Routing congestion map:
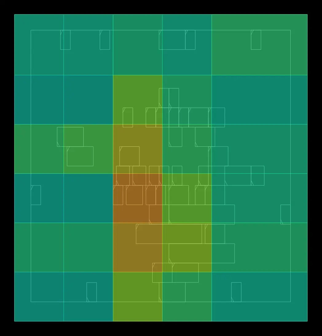
PDN straps and rails:
(12 px per um) Pins as bars on the die edge. Tap cells in grey.
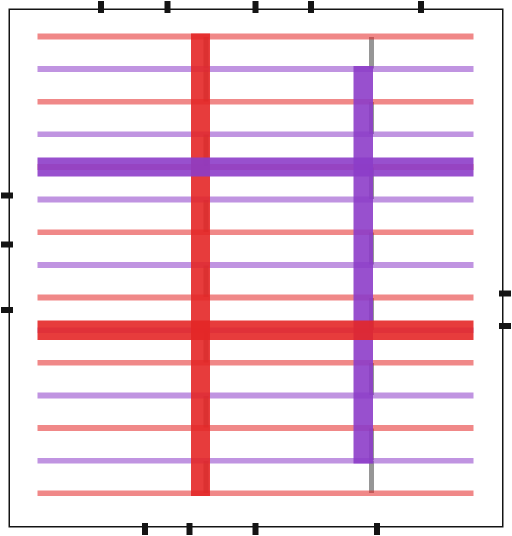
[config.mk]
export PLATFORM = sky130hd
export DESIGN_NAME = moore_seq_detector_param
export DESIGN_NICKNAME = d
export VERILOG_FILES = /design/src/rtl/moore_seq_detector_param.sv
export SDC_FILE = /design/constraint.sdc
export NUM_CORES = 1
export LEC_CHECK = 0
export ABC_AREA = 1
export CAP_MARGIN = 20
export CELL_PAD_IN_SITES_DETAIL_PLACEMENT = 0
export CELL_PAD_IN_SITES_GLOBAL_PLACEMENT = 1
export CORE_AREA = 2 2 39 41
export CTS_CLUSTER_SIZE = 40
export DETAILED_ROUTE_END_ITERATION = 10
export DIE_AREA = 0 0 41 43
export HOLD_SLACK_MARGIN = 0.15
export PLACE_DENSITY = 0.74
export RECOVER_POWER = 100
export SKIP_CTS_REPAIR_TIMING = 1
export SYNTH_ARGS = -nofsm -noshare
export SYNTH_HDL_FRONTEND = slang
export SYNTH_SLANG_ARGS = --single-unit
export TNS_END_PERCENT = 10
[constraint.sdc]
create_clock -name clk -period 0.9 [get_ports clk]
set_input_delay 0.09 -clock clk [delete_from_list [all_inputs] [get_ports clk]]
set_output_delay 0.09 -clock clk [all_outputs]
set_load 0.01 [all_outputs]
[src/rtl/moore_seq_detector_param.sv]
// rtl/moore_seq_detector_param.sv - parameterized Moore serial pattern detector
// Optional saturating match counter is built only when SEQDET_MATCH_COUNT_EN is defined.

module moore_seq_detector_param #(
    parameter int                 PAT_LEN = 4,
    parameter logic [PAT_LEN-1:0] PATTERN = 4'b1011,
    parameter int                 CNT_W   = 8
) (
    input  logic             clk,
    input  logic             reset,
    input  logic             din,
    input  logic             din_valid,
    input  logic             overlap_en,
    output logic             detect,
    output logic [CNT_W-1:0] match_count
);

    localparam int SW = $clog2(PAT_LEN + 1);

    typedef enum logic [SW-1:0] {
        S0     = '0,
        SMATCH = SW'(PAT_LEN)
    } state_t;

    state_t state;
    state_t state_nxt;

    // Longest pattern prefix that is a suffix of (first k pattern bits, then b).
    function automatic int calc_next(input int k, input logic b);
        logic [PAT_LEN:0] hist;
        logic             ok;
        int               best;
        hist = '0;
        for (int i = 0; i < PAT_LEN; i++)
            if (i < k) hist[i] = PATTERN[PAT_LEN-1-i];
        hist[k] = b;
        best = 0;
        for (int j = 1; j <= PAT_LEN; j++) begin
            if (j <= k + 1) begin
                ok = 1'b1;
                for (int m = 0; m < PAT_LEN; m++) begin
                    if (m < j) begin
                        if (hist[k+1-j+m] != PATTERN[PAT_LEN-1-m]) ok = 1'b0;
                    end
                end
                if (ok) best = j;
            end
        end
        return best;
    endfunction

    logic [SW-1:0] nxt_tbl [PAT_LEN+1][2];

    for (genvar k = 0; k <= PAT_LEN; k++) begin : g_state
        for (genvar b = 0; b < 2; b++) begin : g_bit
            localparam int NXT = calc_next(k, 1'(b));
            assign nxt_tbl[k][b] = SW'(NXT);
        end
    end

    always_comb begin
        state_nxt = state;
        if (din_valid) begin
            // Non-overlapping mode restarts from the incoming bit alone.
            if (state == SMATCH && !overlap_en)
                state_nxt = (din == PATTERN[PAT_LEN-1]) ? state_t'(SW'(1)) : S0;
            else
                state_nxt = state_t'(nxt_tbl[state][din]);
        end
    end

    always_ff @(posedge clk or negedge reset) begin
        if (!reset)
            state <= S0;
        else
            state <= state_nxt;
    end

    assign detect = (state == SMATCH);

`ifdef SEQDET_MATCH_COUNT_EN
    logic [CNT_W-1:0] cnt;

    always_ff @(posedge clk or negedge reset) begin
        if (!reset)
            cnt <= '0;
        else if (din_valid && state_nxt == SMATCH && cnt != '1)
            cnt <= cnt + CNT_W'(1);
    end

    assign match_count = cnt;
`else
    assign match_count = '0;
`endif

endmodule

==> impl_metrics.py <==
# Auto-generated metrics
metrics = {
    "global_route": {
        "grt_pass1_wl_um": 676,
        "grt_max_degree": 6,
        "grt_pass1_vias": 183,
        "grt_overflow": 0,
        "antenna_found_initial": 0,
        "met2_usage": 0.0750,
    },
    "critical_path": {
        "cp_data_required_time_ps": 810,
        "r2r_end": "state[1]$_DFFE_PN0P_",
        "crit_path_top_delay_cell": "dfrtp_1",
        "crit_path_end_kind": "output pin",
        "reg2reg_depth": 5,
        "r2r-start": "state[0]$_DFFE_PN0P_",
        "crit_chain": "nor3_2 -> buf_2",
        "cpPeakStageDelay_ps": 380,
        "crit_end": "detect",
        "arrival_ps": 910,
        "cp_top_family": "flip-flops",
        "crit_buf_inv": 1,
        "crit_path_start_kind": "flop",
        "crit_fanout": 2,
        "worstSetupPathType": "reg -> out",
        "crit_path_start": "state[0]$_DFFE_PN0P_",
        "r2r_slack_ps": -60,
    },
    "cts": {
        "cts_inserted_buffers": 3,
        "clock_latency_ps": 230,
        "cts.sinks": 3,
        "clock_path_buffers": 2,
        "root_buffer": "clkbuf_4",
        "htreeDepth": 1,
        "path_clk_slew_ps": 40,
        "cts_tree": "done",
    },
    "layout": {
        "largest_reg_flops": 3,
        "largest_cell_class": "multi-input combinational cells",
        "seq_area_frac": 0.219,
        "flops": 3,
        "final_nets": 53,
        "num-nonclk-inverters": 4,
        "clkCellAreaFrac": 0.0766,
        "sh_comb_area": 0.332,
        "layout.area.comb_sq_um": 114,
        "reg_top3": "state x3",
        "comb_cells": 25,
        "register_area_sq_um": 75.1,
        "drive_gt1_frac": 0.255,
        "layout_top_cells": "nand2_1, conb_1, buf_4",
        "n_clock_buffer": 4,
        "area_growth_pct": 48.9,
        "diodes": 0,
        "final-nonclk-buf-share": 0.270,
        "regMostFlops": "state",
        "buffers": 11,
        "layout.cells.non_filler": 63,
        "fillers": 156,
        "fin_area_sq_um": 343,
    },
    "timing": {
        "period_used_share": 1.11,
        "fin_crit_ps": 998,
        "hold_viol": 0,
        "clock-skew-final_ps": 2.48,
        "fmax_ghz": 1.00,
        "rsz0062_at_grt": "true",
        "setup_viol": 2,
        "layout_setup_ws_ps": -97.5,
        "slew_violations": 0,
        "fin_hold_ws_ps": 557,
        "fin_setup_tns_ps": -160,
    },
    "power_and_ir_drop": {
        "clock_net_power_uw": 234,
        "p_int_uw": 375,
        "clockPowerShare": 0.453,
        "p_leak_nw": 0.182,
        "powerComb_uw": 123,
        "maxPowerGroup": "clock",
        "power_per_cell_area_nw_per_um2": 1500,
        "sw_frac_of_total": 0.272,
        "pg_seq_uw": 159,
        "share_seq_of_total_power": 0.308,
        "finalPower_uw": 516,
        "switchingPower_uw": 141,
    },
    "route": {
        "wl_um": 421,
        "vias": 216,
        "drt-pass1-iter-count": 4,
        "post_drt_wl_per_cell_um": 6.68,
        "top_layer_used": "met3",
        "dr_wl_met2_um": 221,
        "ant_nets": 0,
        "drc": 0,
        "dr_wl_met3_um": 22,
        "drt_iter0_markers": 5,
        "via_per_inst": 3.43,
        "wl_met1_um": 177,
    },
    "synth": {
        "top_area_cell": "dfrtp_1",
        "synth_cell_types": 12,
        "synth_seq_share": 0.326,
        "simple_gate_share": 0.283,
        "ys_cells": 33,
        "yosysChipArea_sq_um": 230,
        "fa_ha_area_frac": 0,
        "yosysWarnings": 0,
        "synth-edff-count": 0,
        "syn_inst": 33,
        "synth-compound-area-share": 0.0489,
        "dominantRegCellSynth": "dfrtp_1",
        "ys_sh_xor": 0,
        "yosysTopAreaCellShare": 0.326,
        "synthArstFlopShare": 1.00,
        "common_cells": "buf_4, nand2_1, dfrtp_1, inv_1, nand3_1",
        "syn_avg_cell_area_sq_um": 6.98,
        "syn_area_sq_um": 230,
        "logic_family": "buffers and inverters",
        "numSynthFlops": 3,
        "mux_share": 0,
    },
    "min_path": {
        "hold_class": "in -> reg",
        "hold_depth": 3,
        "min-delay-start": "din_valid",
        "min_to": "state[1]$_DFFE_PN0P_",
    },
    "placed_design": {
        "dpl_worst_slack_ps": -281,
        "dp.final_hpwl_um": 332,
        "post_dp_cell_area_sq_um": 304,
        "gp_congestion": 0.672,
        "port_buffers": 5,
        "placed_cells": 58,
    },
    "floorplanning": {
        "rows": 14,
        "taps": 16,
        "initCoreUtil": 0.166,
        "dieArea_sq_um": 1760,
        "die_w_um": 41,
    },
    "run_status": {
        "violations": "negative setup slack",
        "status": "finished with violations",
    },
    "flow_run": {
        "warning_count": 27,
        "cap_violations": 0,
    },
}
Notes on 'routing congestion map' above:
global-route met3 utilization: 0.0471
GR Util met1: 0.0673
total track usage: 0.0632
most used routing layer: met2
post-layout util: 0.248

Notes on 'PDN straps and rails' above:
legend:
  VSS:
    colour: red
  VDD:
    colour: purple
signal pins: 14
met1 rails: 15
area of the core: 1380 sq um
Peak VDD IR: 0.432 mV
die outline height: 43 um

